$ cat config.mk
export PLATFORM = sky130hd
export DESIGN_NAME = fifo_flags_flat
export DESIGN_NICKNAME = d
export VERILOG_FILES = /design/src/rtl/fifo_pkg.sv /design/src/rtl/fifo_flags_if.sv /design/src/rtl/fifo_mem.sv /design/src/rtl/fifo_flags.sv /design/src/flat_wrapper.sv
export SDC_FILE = /design/constraint.sdc
export NUM_CORES = 1
export LEC_CHECK = 0
export CAP_MARGIN = 5
export CORE_ASPECT_RATIO = 1.2
export CORE_UTILIZATION = 47
export DETAILED_ROUTE_END_ITERATION = 16
export PLACE_DENSITY = 0.74
export SYNTH_ARGS = -nofsm -noshare
export SYNTH_HDL_FRONTEND = slang
export SYNTH_SLANG_ARGS = --single-unit
$ cat constraint.sdc
create_clock -name clk -period 1.65 [get_ports clk]
set_input_delay 0.4125 -clock clk [delete_from_list [all_inputs] [get_ports clk]]
set_output_delay 0.4125 -clock clk [all_outputs]
set_load 0.02 [all_outputs]
$ cat src/rtl/fifo_pkg.sv
// Shared constants and helpers for the flagged FIFO: default geometry,
// pointer/count width calculation and wrap-aware pointer increment.
package fifo_pkg;

  localparam int DEF_WIDTH = 8;
  localparam int DEF_DEPTH = 4;

  function automatic int ptr_width(input int depth);
    return (depth <= 2) ? 1 : $clog2(depth);
  endfunction

  function automatic int cnt_width(input int depth);
    return $clog2(depth + 1);
  endfunction

  // Explicit compare so non-power-of-2 depths wrap correctly.
  function automatic int next_ptr(input int ptr, input int depth);
    return (ptr == depth - 1) ? 0 : ptr + 1;
  endfunction

endpackage

$ cat src/rtl/fifo_flags_if.sv
// Handshake and status bundle between a FIFO user (master) and the FIFO (slave).
interface fifo_flags_if
  import fifo_pkg::*;
#(
  parameter int WIDTH = DEF_WIDTH,
  parameter int DEPTH = DEF_DEPTH
);
  localparam int CW = cnt_width(DEPTH);

  logic             clear;
  logic             wr_en;
  logic [WIDTH-1:0] data_in;
  logic             rd_en;
  logic [WIDTH-1:0] data_out;
  logic             full;
  logic             empty;
  logic             almost_full;
  logic             almost_empty;
  logic [CW-1:0]    count;
  logic             overflow;
  logic             underflow;

  modport master (
    output clear, wr_en, data_in, rd_en,
    input  data_out, full, empty, almost_full, almost_empty, count, overflow, underflow
  );

  modport slave (
    input  clear, wr_en, data_in, rd_en,
    output data_out, full, empty, almost_full, almost_empty, count, overflow, underflow
  );
endinterface

$ cat src/rtl/fifo_mem.sv
// FIFO storage: synchronous write, asynchronous read, no reset on the array.
module fifo_mem #(
  parameter int WIDTH = 8,
  parameter int DEPTH = 4,
  parameter int PW    = 2
) (
  input  logic             clk,
  input  logic             we,
  input  logic [PW-1:0]    waddr,
  input  logic [WIDTH-1:0] wdata,
  input  logic [PW-1:0]    raddr,
  output logic [WIDTH-1:0] rdata
);

  logic [WIDTH-1:0] mem [DEPTH];

  always_ff @(posedge clk) begin
    if (we) begin
      mem[waddr] <= wdata;
    end
  end

  assign rdata = mem[raddr];

endmodule

$ cat src/rtl/fifo_flags.sv
// Show-ahead FIFO of arbitrary depth with occupancy count, programmable
// almost-full/almost-empty thresholds and sticky overflow/underflow flags.
module fifo_flags
  import fifo_pkg::*;
#(
  parameter int WIDTH    = DEF_WIDTH,
  parameter int DEPTH    = DEF_DEPTH,
  parameter int AF_LEVEL = DEPTH - 1,
  parameter int AE_LEVEL = 1
) (
  input  logic        clk,
  input  logic        rst_n,
  fifo_flags_if.slave bus
);

  localparam int PW = ptr_width(DEPTH);
  localparam int CW = cnt_width(DEPTH);

  logic [PW-1:0] wr_ptr_reg, wr_ptr_next;
  logic [PW-1:0] rd_ptr_reg, rd_ptr_next;
  logic [CW-1:0] count_reg, count_next;
  logic          overflow_reg, overflow_next;
  logic          underflow_reg, underflow_next;
  logic          is_full, is_empty;
  logic          wr_acc, rd_acc;

  assign is_full  = (count_reg == CW'(DEPTH));
  assign is_empty = (count_reg == '0);

  // A write into a full FIFO is fine when a pop frees the same slot this edge.
  assign wr_acc = bus.wr_en & (~is_full | bus.rd_en);
  assign rd_acc = bus.rd_en & ~is_empty;

  always_comb begin
    wr_ptr_next    = wr_ptr_reg;
    rd_ptr_next    = rd_ptr_reg;
    count_next     = count_reg;
    overflow_next  = overflow_reg;
    underflow_next = underflow_reg;

    if (wr_acc) begin
      wr_ptr_next = PW'(next_ptr(int'(wr_ptr_reg), DEPTH));
    end
    if (rd_acc) begin
      rd_ptr_next = PW'(next_ptr(int'(rd_ptr_reg), DEPTH));
    end

    case ({wr_acc, rd_acc})
      2'b10:   count_next = count_reg + CW'(1);
      2'b01:   count_next = count_reg - CW'(1);
      default: count_next = count_reg;
    endcase

    if (bus.wr_en & is_full & ~bus.rd_en) begin
      overflow_next = 1'b1;
    end
    if (bus.rd_en & is_empty) begin
      underflow_next = 1'b1;
    end
  end

  always_ff @(posedge clk) begin
    if (!rst_n) begin
      wr_ptr_reg    <= '0;
      rd_ptr_reg    <= '0;
      count_reg     <= '0;
      overflow_reg  <= 1'b0;
      underflow_reg <= 1'b0;
    end else if (bus.clear) begin
      wr_ptr_reg    <= '0;
      rd_ptr_reg    <= '0;
      count_reg     <= '0;
      overflow_reg  <= 1'b0;
      underflow_reg <= 1'b0;
    end else begin
      wr_ptr_reg    <= wr_ptr_next;
      rd_ptr_reg    <= rd_ptr_next;
      count_reg     <= count_next;
      overflow_reg  <= overflow_next;
      underflow_reg <= underflow_next;
    end
  end

  fifo_mem #(
    .WIDTH (WIDTH),
    .DEPTH (DEPTH),
    .PW    (PW)
  ) u_mem (
    .clk   (clk),
    .we    (wr_acc & rst_n & ~bus.clear),
    .waddr (wr_ptr_reg),
    .wdata (bus.data_in),
    .raddr (rd_ptr_reg),
    .rdata (bus.data_out)
  );

  assign bus.count        = count_reg;
  assign bus.full         = is_full;
  assign bus.empty        = is_empty;
  assign bus.almost_full  = (count_reg >= CW'(AF_LEVEL));
  assign bus.almost_empty = (count_reg <= CW'(AE_LEVEL));
  assign bus.overflow     = overflow_reg;
  assign bus.underflow    = underflow_reg;

endmodule

$ cat src/flat_wrapper.sv
// flat-port wrapper written by rule: the top's interface ports become plain ports
module fifo_flags_flat import fifo_pkg::*;
#(
  parameter int WIDTH    = DEF_WIDTH,
  parameter int DEPTH    = DEF_DEPTH,
  parameter int AF_LEVEL = DEPTH - 1,
  parameter int AE_LEVEL = 1
)
  (clk, rst_n, bus_clear, bus_wr_en, bus_data_in, bus_rd_en, bus_data_out, bus_full, bus_empty, bus_almost_full, bus_almost_empty, bus_count, bus_overflow, bus_underflow);
  fifo_flags_if #(.WIDTH(WIDTH), .DEPTH(DEPTH)) bus_i ();
  input  logic clk;
  input  logic rst_n;
  input wire logic [$bits(bus_i.clear)-1:0] bus_clear;
  input wire logic [$bits(bus_i.wr_en)-1:0] bus_wr_en;
  input wire logic [$bits(bus_i.data_in)-1:0] bus_data_in;
  input wire logic [$bits(bus_i.rd_en)-1:0] bus_rd_en;
  output wire logic [$bits(bus_i.data_out)-1:0] bus_data_out;
  output wire logic [$bits(bus_i.full)-1:0] bus_full;
  output wire logic [$bits(bus_i.empty)-1:0] bus_empty;
  output wire logic [$bits(bus_i.almost_full)-1:0] bus_almost_full;
  output wire logic [$bits(bus_i.almost_empty)-1:0] bus_almost_empty;
  output wire logic [$bits(bus_i.count)-1:0] bus_count;
  output wire logic [$bits(bus_i.overflow)-1:0] bus_overflow;
  output wire logic [$bits(bus_i.underflow)-1:0] bus_underflow;
  assign bus_i.clear = bus_clear;
  assign bus_i.wr_en = bus_wr_en;
  assign bus_i.data_in = bus_data_in;
  assign bus_i.rd_en = bus_rd_en;
  assign bus_data_out = bus_i.data_out;
  assign bus_full = bus_i.full;
  assign bus_empty = bus_i.empty;
  assign bus_almost_full = bus_i.almost_full;
  assign bus_almost_empty = bus_i.almost_empty;
  assign bus_count = bus_i.count;
  assign bus_overflow = bus_i.overflow;
  assign bus_underflow = bus_i.underflow;
  fifo_flags #(.WIDTH(WIDTH), .DEPTH(DEPTH), .AF_LEVEL(AF_LEVEL), .AE_LEVEL(AE_LEVEL)) u_core (.clk(clk), .rst_n(rst_n), .bus(bus_i));
endmodule
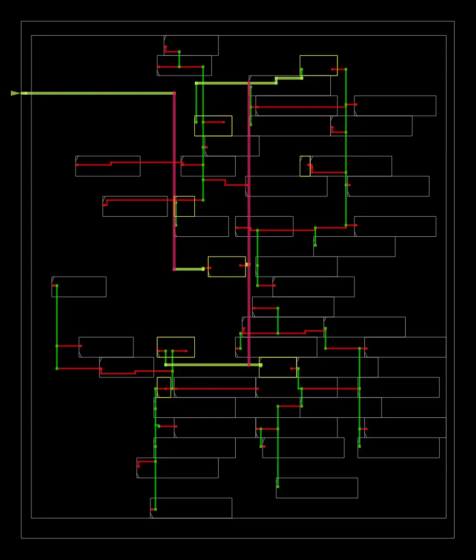
**Above:** run 1 (clock routing).
Layout Skew: 0.00280 ns
Flops: 43

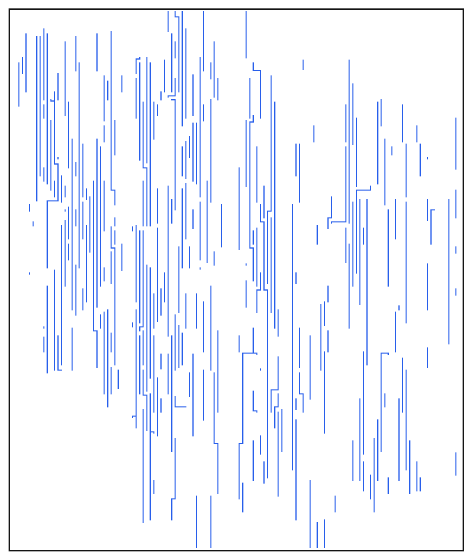
**Above:** run 1 (metal 2).
wire length on this layer = 1,910 µm
longest straight run = 34.3 µm
nets with wire on the layer = 176
grt met2 use: 32.2%
via count: 1,156

==> impl_metrics.yaml, run 1 <==
# synthesis and place-and-route metrics
logic_synthesis:
  ys_area_mm2: 0.00181
  synth_top_area_share_pct: 53.2
  fp_nets: 140
  synth.avg_cell_area_um2: 15.6
  syn_inst: 116
  top_cell: "edfxtp_1"
  ys_async_sr_fraction_pct: 0
  yosysSeqAreaShare_pct: 65.4
  ys.flops: 43
  synthTopCellsByArea: "edfxtp_1, dfxtp_1, mux4_2, ha_1, nor2_1"
  top_area_cell: "edfxtp_1"
  yosys_most_used_dff: "edfxtp_1"
  ys_types: 29
  ys_cells: 116
  ys.warnings.count: 0
  synth-edff-count: 32
  syn_area_mm2: 0.00181
  common_cells: "edfxtp_1, dfxtp_1, ha_1, nor2_1"
cells_and_area:
  drive_above_1_share_pct: 46.9
  flop_area_mm2: 0.00119
  clkCellAreaFrac_pct: 3.28
  n_clock_buffer: 6
  comb_cells: 59
  comb_area_share_pct: 26.1
  fillCellCount: 248
  largest_register_ffs: 32
  n_antenna_cell: 0
  buffers: 56
  inverters: 9
  final_common_cell: "edfxtp_1"
  buf_share_pct: 20.7
  dominant_cells: "registers"
  nNetsFinal: 198
  area_growth_pct: 43.4
  stdcell_area_mm2: 0.00259
  final_layout_top_logic_cells: "edfxtp_1, buf_4, buf_6, clkdlybuf4s50_1"
  utilization_pct: 70.7
  seq_share_pct: 45.9
  final_cells: 227
  multiInputGateArea_um2: 677
critical_path:
  path_delay_family: "multiplexers"
  crit_end: "bus_data_out[0]"
  crit_buf_inv: 2
  r2r_setup_slack_ns: -0.05
  ff2ff_path_depth: 8
  worst_ep_arrival_time_ns: 1.44
  reg2reg_to: "u_core.u_mem.mem[1][5]"
  cp-end-kind: "primary output"
  critPathMaxFanout: 8
  crit_path_cell_trace: "buf_12 > mux4_2 > buf_6"
  worstSetupPathType: "flop to primary output"
  cp.depth: 3
  slowest_stage: "mux4_2"
  rr_startpoint: "u_core.bus.count[1]"
  crit_path_max_incr_delay_ns: 0.51
  worst_setup_path_start_kind: "flop"
  cp.required_ns: 1.24
drt:
  drcViolationCount: 0
  drt_iter0_drc: 28
  drtAntennaViolNets: 0
  viasPerCell: 5.09
  first_pass_iters: 4
  wl_per_cell_um: 15.1
die:
  io_pins: 30
  fp.dieW_um: 58.6
  row_count: 24
  die_area_mm2: 0.00410
  fp-utilization_pct: 49.3
  taps: 52
  fp.dieH_um: 69.9
  fp.coreArea_mm2: 0.00366
grt:
  grt_pass1_vias: 1172
  grt_overflow: 0
  grt_pass1_wl_um: 5340
  gr-usage-all-layers_pct: 17.9
  grt_max_degree: 14
  antenna_found_initial: 0
clock_network:
  clk_path_buf_depth: 2
  clock_latency_ns: 0.29
  numClockSinks: 43
  cts_root_buf: "clkbuf_8"
  path_clk_slew_ns: 0.08
  cts_buffers: 5
  postCtsHoldBufs: 0
  cts_tree: "yes"
  htreeDepth: 2
timing:
  fin_ws_ns: -0.202
  rsz0062_at_grt: "yes"
  tns_ns: -2.28
  period_needed_ns: 1.85
  final_hold_viol_count: 0
  max_freq_mhz: 540
  report.final.slew_viol_count: 0
  setup_violations: 28
  tightest_slew_ns: 0.414
  fin_crit_sh_pct: 112
  slew_headroom_pct: 72.4
  holdWs_ns: 0.483
placement:
  place_inst: 213
  portBuffers: 29
  finalWeightedCongestion: 0.805
  dp_slack_ns: -0.331
  placed_area_mm2: 0.00234
  dp_hpwl_um: 2470
power:
  switchingPower_mw: 0.497
  pwr-share-clk_pct: 29.5
  leakage_nw: 0.967
  seq_power_share_pct: 55.6
  p_clk_mw: 0.632
  switching_share_pct: 23.2
  ir_worst_vdd_mv: 0.425
  intPower_mw: 1.64
  maxPowerGroup: "registers"
  p_comb_mw: 0.317
  comb_power_share_pct: 14.8
  powerSeq_mw: 1.19
  fin_total_pwr_mw: 2.14
  p_per_area_mw_per_mm2: 826
outcome:
  status: "finished, violations left"
  violations: "negative setup slack"
worst_hold_path:
  hp-class: "flop to flop"
  whs_path_depth: 2
  min_to: "u_core.bus.overflow"
  min_from: "u_core.bus.overflow"
job:
  drv_cap: 0
  warnings: 34
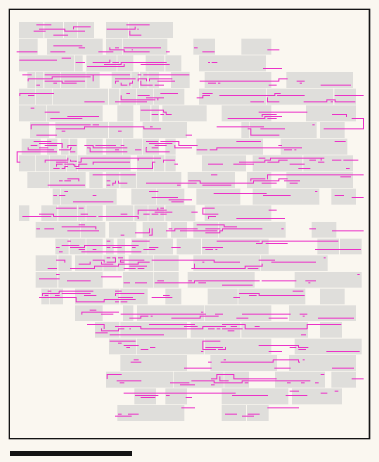
**Above:** run 1 (metal 1).
The bar under the picture is 20 µm long. Cells faint in the background.
main direction = horizontal
nets with wire on the layer = 174
share of all routed wire = 39%
met1 Use GR: 19.5%
drt total wl: 3420 µm

-- run 1: routing by layer --
layer	up-vias	global-route usage [%]	share of wire, %
met5	-	0	0
met4	0	7.41	1.8
met3	5	4.26	3.6
li1	552	-	-
met2	31	32.2	56
met1	568	19.5	39
-- run 1: cells by family (layout without fill, tap and decap cells) --
logic type / count (synthesis) / in the layout / share of synthesized area (%)
adders and majority gates: 11 / 11 / 7.62
buffers and inverters: 14 / 73 / 3.60
xor gates and xnor gates: 2 / 2 / 0.970
DFF: 43 / 43 / 65.4
and+or+nand+nor: 24 / 24 / 7.13
muxes: 8 / 8 / 9.97
AOI/OAI and AO/OA: 14 / 14 / 5.33
-- run 1: what timing repair did --
item / 4_1_cts / 5_1_grt
pin swaps: 8 / 7
setup buffers: 4 / 2
resized: 93 / 16
setup endpoints to repair: 52 / 38
==> run 2, diff against run 1 <==
Settings changed: GPL_TIMING_DRIVEN set to 0.
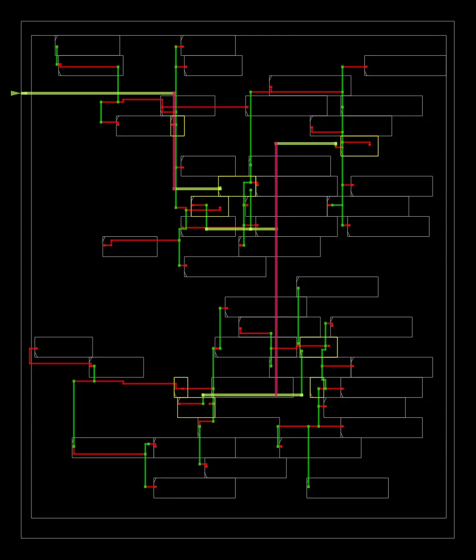
**Above:** run 2 (clock routing).
worst-skew pair later-pin latency: 0.29 ns
clock buffer count from CTS: 5
CLK BUF: 5
Layout Skew: 0.00845 ns
TritonCTS Sinks: 43

==> run 2 against run 1 <==
  * The flow still finishes with violations (negative setup slack)
  * Clock-buffer cell count shrank 1
  * Non-clock buffer count is 14 lower
  * Register-to-register slack better by 0.10 ns
  * Maximum frequency decreased by 0.36%
  * Synthesized area stayed put
  * Critical path depth is the same
  * Cell count shrank 6.2%
  * First-iteration DRC count down 14%
  * Clock skew grew 0.0057 ns
  * Setup slack got worse by 0.0067 ns
  * Utilization fell by 4.3 points
  * Global-route usage hardly changed
  * Largest power group unchanged
==> impl_metrics.yaml, run 2 <==
# synthesis and place-and-route metrics
timing:
  period_needed_ns: 1.86
  final_hold_viol_count: 0
  tightest_slew_ns: 0.495
  tns_ns: -1.64
  holdWs_ns: 0.480
  slew_headroom_pct: 67.0
  setup_violations: 9
  fin_ws_ns: -0.208
  report.final.slew_viol_count: 0
  max_freq_mhz: 538
  rsz0062_at_grt: "yes"
  fin_crit_sh_pct: 113
die:
  io_pins: 30
  fp.coreArea_mm2: 0.00366
  die_area_mm2: 0.00410
  fp.dieW_um: 58.6
  row_count: 24
  fp.dieH_um: 69.9
logic_synthesis:
  yosysSeqAreaShare_pct: 65.4
  ys_sh_aoi_pct: 5.33
  ys_async_sr_fraction_pct: 0
  top_cell: "edfxtp_1"
  syn_area_mm2: 0.00181
  ys.flops: 43
  synth-xor-area-share_pct: 0.970
  mux_share_pct: 9.97
  synth_top_area_share_pct: 53.2
  yosys_most_used_dff: "edfxtp_1"
  synth.avg_cell_area_um2: 15.6
  ys_sh_adder_pct: 7.62
  fp_nets: 140
  synthTopCellsByArea: "edfxtp_1, dfxtp_1, mux4_2, ha_1, nor2_1"
  ys.warnings.count: 0
  ys_types: 29
  syn_inst: 116
  netlist_logic_family_top: "multiplexers"
  ys_area_mm2: 0.00181
  synth-edff-count: 32
  ys_cells: 116
  top_area_cell: "edfxtp_1"
  common_cells: "edfxtp_1, dfxtp_1, ha_1, nor2_1"
clock_network:
  cts_tree: "yes"
  path_clk_slew_ns: 0.08
  cts_root_buf: "clkbuf_8"
  postCtsSetupBuffers: 7
  htreeDepth: 2
  clk_path_buf_depth: 2
cells_and_area:
  final_layout_top_logic_cells: "edfxtp_1, buf_6, clkdlybuf4s50_1, buf_4, mux4_2"
  fillCellCount: 288
  area_growth_pct: 34.8
  largest_register_ffs: 32
  stdcell_area_mm2: 0.00243
  final_cells: 213
  utilization_pct: 66.5
  nNetsFinal: 184
  drive_above_1_share_pct: 41.0
  final_common_cell: "edfxtp_1"
  n_antenna_cell: 0
placement:
  placed_area_mm2: 0.00219
  place_inst: 197
  dp_hpwl_um: 2220
  portBuffers: 29
  dp_slack_ns: -0.546
  finalWeightedCongestion: 0.742
grt:
  grt_pass1_wl_um: 5290
  antenna_found_initial: 0
  grt_max_degree: 14
  grt_pass1_vias: 1155
  gr-usage-all-layers_pct: 17.8
  use_met3_pct: 4.63
  grt_overflow: 0
power:
  ir_worst_vdd_mv: 0.369
  fin_total_pwr_mw: 2.11
  leakage_nw: 0.903
critical_path:
  crit_path_cell_trace: "buf_12 > mux4_2 > buf_6"
  rr_startpoint: "u_core.bus.count[0]"
  reg2reg_to: "u_core.bus.count[2]"
  slowest_stage: "mux4_2"
  path_delay_family: "multiplexers"
  critPathMaxFanout: 8
  worstSetupPathType: "flop to primary output"
  ff2ff_path_depth: 9
  crit_end: "bus_data_out[6]"
  crit_path_max_incr_delay_ns: 0.52
  worst_ep_arrival_time_ns: 1.45
  cp-end-kind: "primary output"
  r2r_setup_slack_ns: 0.05
  cp.required_ns: 1.24
  crit_buf_inv: 2
  worst_setup_path_start_kind: "flop"
drt:
  wl_met3_um: 142
  viasPerCell: 5.13
  top_layer_used: "met4"
  wl_per_cell_um: 15.2
  first_pass_iters: 4
  drcViolationCount: 0
  drt-met1-wl_um: 1240
  wl_met2_um: 1820
worst_hold_path:
  hp-class: "flop to flop"
  min_from: "u_core.bus.underflow"
  whs_path_depth: 2
  min_to: "u_core.bus.underflow"
outcome:
  violations: "negative setup slack"
  status: "finished, violations left"
job:
  drv_cap: 0
  warnings: 34
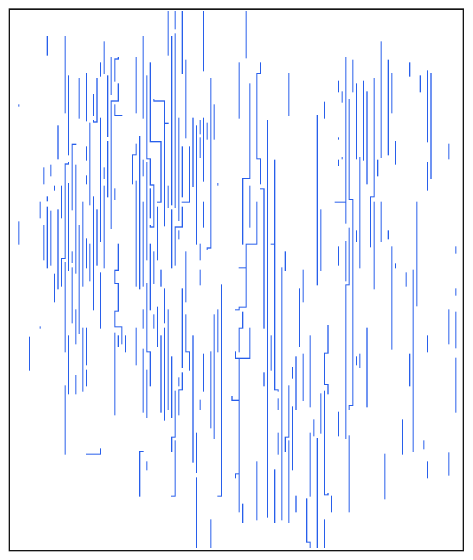
**Above:** run 2 (metal 2).
longest straight run = 51.3 µm
main direction = vertical
drt total wl: 3250 µm
grt met2 use: 33.8%
via count: 1,092

==> run 2: area by class of cell <==
type | instances | area [µm²] | area share [%]
buffer | 3 | 35.0 | 1.44
timing repair buffer | 39 | 363 | 14.9
multi-input combinational | 59 | 653 | 26.8
sequential | 43 | 1190 | 48.9
inverter | 9 | 43.8 | 1.80
clock inverter | 3 | 15.0 | 0.617
clock buffer | 5 | 68.8 | 2.83
tap | 52 | 65.1 | 2.67
==> run 2: power by group <==
group / switching, mW / total, mW / internal, mW
Combinational: 0.135 / 0.283 / 0.147
Clock: 0.347 / 0.636 / 0.290
Sequential: 0.0146 / 1.19 / 1.18
Total: 0.497 / 2.11 / 1.61
==> run 3, diff against run 2 <==
Settings changed: CORE_ASPECT_RATIO 1.2 to 2, MAX_ROUTING_LAYER set to met4.
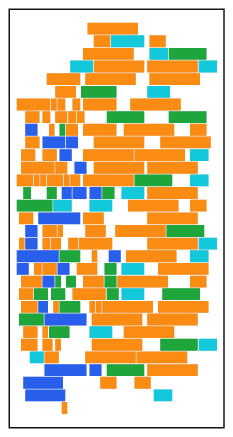
**Above:** run 3 (drive-strength map).
_0 and _1 cells -> orange  # cells 94, most used edfxtp_1
_3 and _4 cells -> blue  # cells 22, most used buf_4
_2 cells -> green  # cells 25, most used mux4_2
_6 and larger -> cyan  # cells 18, most used buf_6
Non-clk bufs: 40
final instance area: 0.00242 mm²
synth-to-layout area growth: 33.8%
worst setup margin: -0.198 ns

==> run 3 against run 2 <==
  * The run still ends with negative setup slack left
  * Sequential cell count unchanged
  * Utilization down 0.16 points
  * Total power up 2.9%
  * Combinational power down 4%
  * Clock skew down 0.0030 ns
  * Clock-buffer cell count up 2
  * Critical path depth unchanged
  * Via count down 1.5%
  * Clock power up 11%
  * Register-to-register slack about the same
  * Largest power group unchanged
==> impl_metrics.yaml, run 3 <==
# synthesis and place-and-route metrics
drt:
  viasPerCell: 5.17
  first_pass_iters: 4
  drt-met1-wl_um: 1060
  top_layer_used: "met4"
  wl_met3_um: 116
cells_and_area:
  n_antenna_cell: 0
  dominant_cells: "registers"
  clkCellAreaFrac_pct: 4.30
  flops: 43
  inverters: 9
  drive_above_1_share_pct: 40.9
  utilization_pct: 66.3
  flop_area_mm2: 0.00119
  final_layout_top_logic_cells: "edfxtp_1, clkdlybuf4s50_1, buf_4, buf_6, mux4_2"
  fillCellCount: 291
  seq_share_pct: 49.3
  multiInputGateArea_um2: 642
  final_common_cell: "edfxtp_1"
  comb_area_share_pct: 26.6
  largest_register_ffs: 32
power:
  switchingPower_mw: 0.475
  maxPowerGroup: "registers"
  p_clk_mw: 0.708
  intPower_mw: 1.70
  switching_share_pct: 21.9
  fin_total_pwr_mw: 2.17
  ir_worst_vdd_mv: 0.650
logic_synthesis:
  top_cell: "edfxtp_1"
  synth-edff-count: 32
  ys_sh_adder_pct: 7.62
  mux_share_pct: 9.97
  yosys_most_used_dff: "edfxtp_1"
  ys.warnings.count: 0
  syn_inst: 116
  ys_cells: 116
  syn_area_mm2: 0.00181
  netlist_logic_family_top: "multiplexers"
placement:
  finalWeightedCongestion: 0.793
  placed_area_mm2: 0.00218
  portBuffers: 29
clock_network:
  clock_latency_ns: 0.29
  cts_root_buf: "clkbuf_8"
  path_clk_slew_ns: 0.07
  cts_buffers: 5
  numClockSinks: 43
  htreeDepth: 2
  postCtsSetupBuffers: 6
timing:
  setup_violations: 9
  report.final.slew_viol_count: 0
  fin_ws_ns: -0.198
  period_needed_ns: 1.85
  final_hold_viol_count: 0
  rsz0062_at_grt: "yes"
  worst_clock_skew_ns: 0.00549
  fin_crit_sh_pct: 112
  tns_ns: -1.54
  tightest_slew_ns: 0.481
  max_freq_mhz: 541
  slew_headroom_pct: 67.9
critical_path:
  cp-end-kind: "primary output"
  worst_ep_arrival_time_ns: 1.44
  worstSetupPathType: "flop to primary output"
  slowest_stage: "mux4_2"
  worst_setup_path_start_kind: "flop"
outcome:
  status: "finished, violations left"
  violations: "negative setup slack"
grt:
  use_met3_pct: 3.60
  grt_pass1_vias: 1129
die:
  die_area_mm2: 0.00411
  io_pins: 30
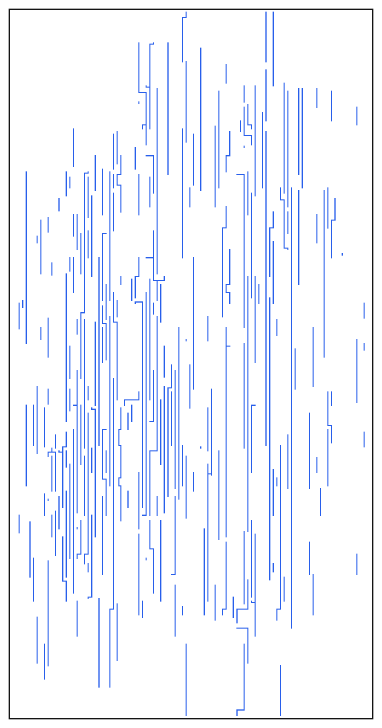
**Above:** run 3 (metal 2).
longest straight run = 55.8 µm
nets with wire on the layer = 158
via count: 1,076
grt met2 use: 34.4%
drt total wl: 3200 µm

run 3: netlist changes by cell type in the layout (fill, tap and decap cells not counted), sizes merged:
cell      previous run  this run
clkinv               3         0
buf                 24        22
clkbuf               6         8
clkinvlp             0         1
run 3: path summary, 6_finish.rpt:
path	from	end	slack (ns)	depth (start not counted)
max	flop	bus_data_out[0]	-0.20	3
max reg2reg	u_core.bus.count[0]	u_core.bus.count[2]	0.06	9
min	u_core.bus.underflow	u_core.bus.underflow	0.48	2
min reg2reg	u_core.bus.underflow	u_core.bus.underflow	0.48	2
run 3: worst max-delay path, delay by kind of cell (launching register included):
| kind | cells | cell delay, ns |
|---|---|---|
| flops | 1 | 0.35 |
| buf+inv | 2 | 0.29 |
| mux | 1 | 0.51 |

==> screenshots <==
Signal wires on met3.
(a)
The bar under the picture is 10 µm long.
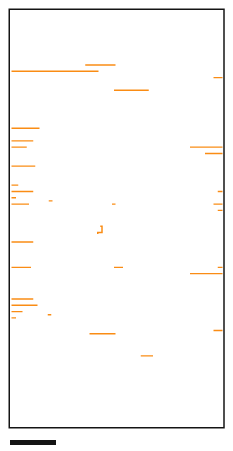
(b)
The bar under the picture is 20 µm long.
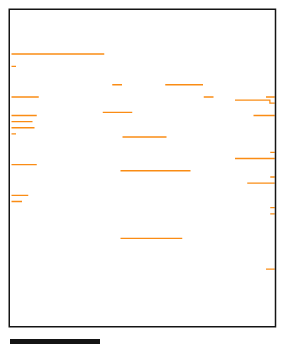
(a) -> run 3
(b) -> run 2

Key to (b):
nets with wire on the layer = 24
wire length on this layer = 142 µm
main direction = horizontal
share of all routed wire = 4.4%

Power and IR drop assume default switching activity.
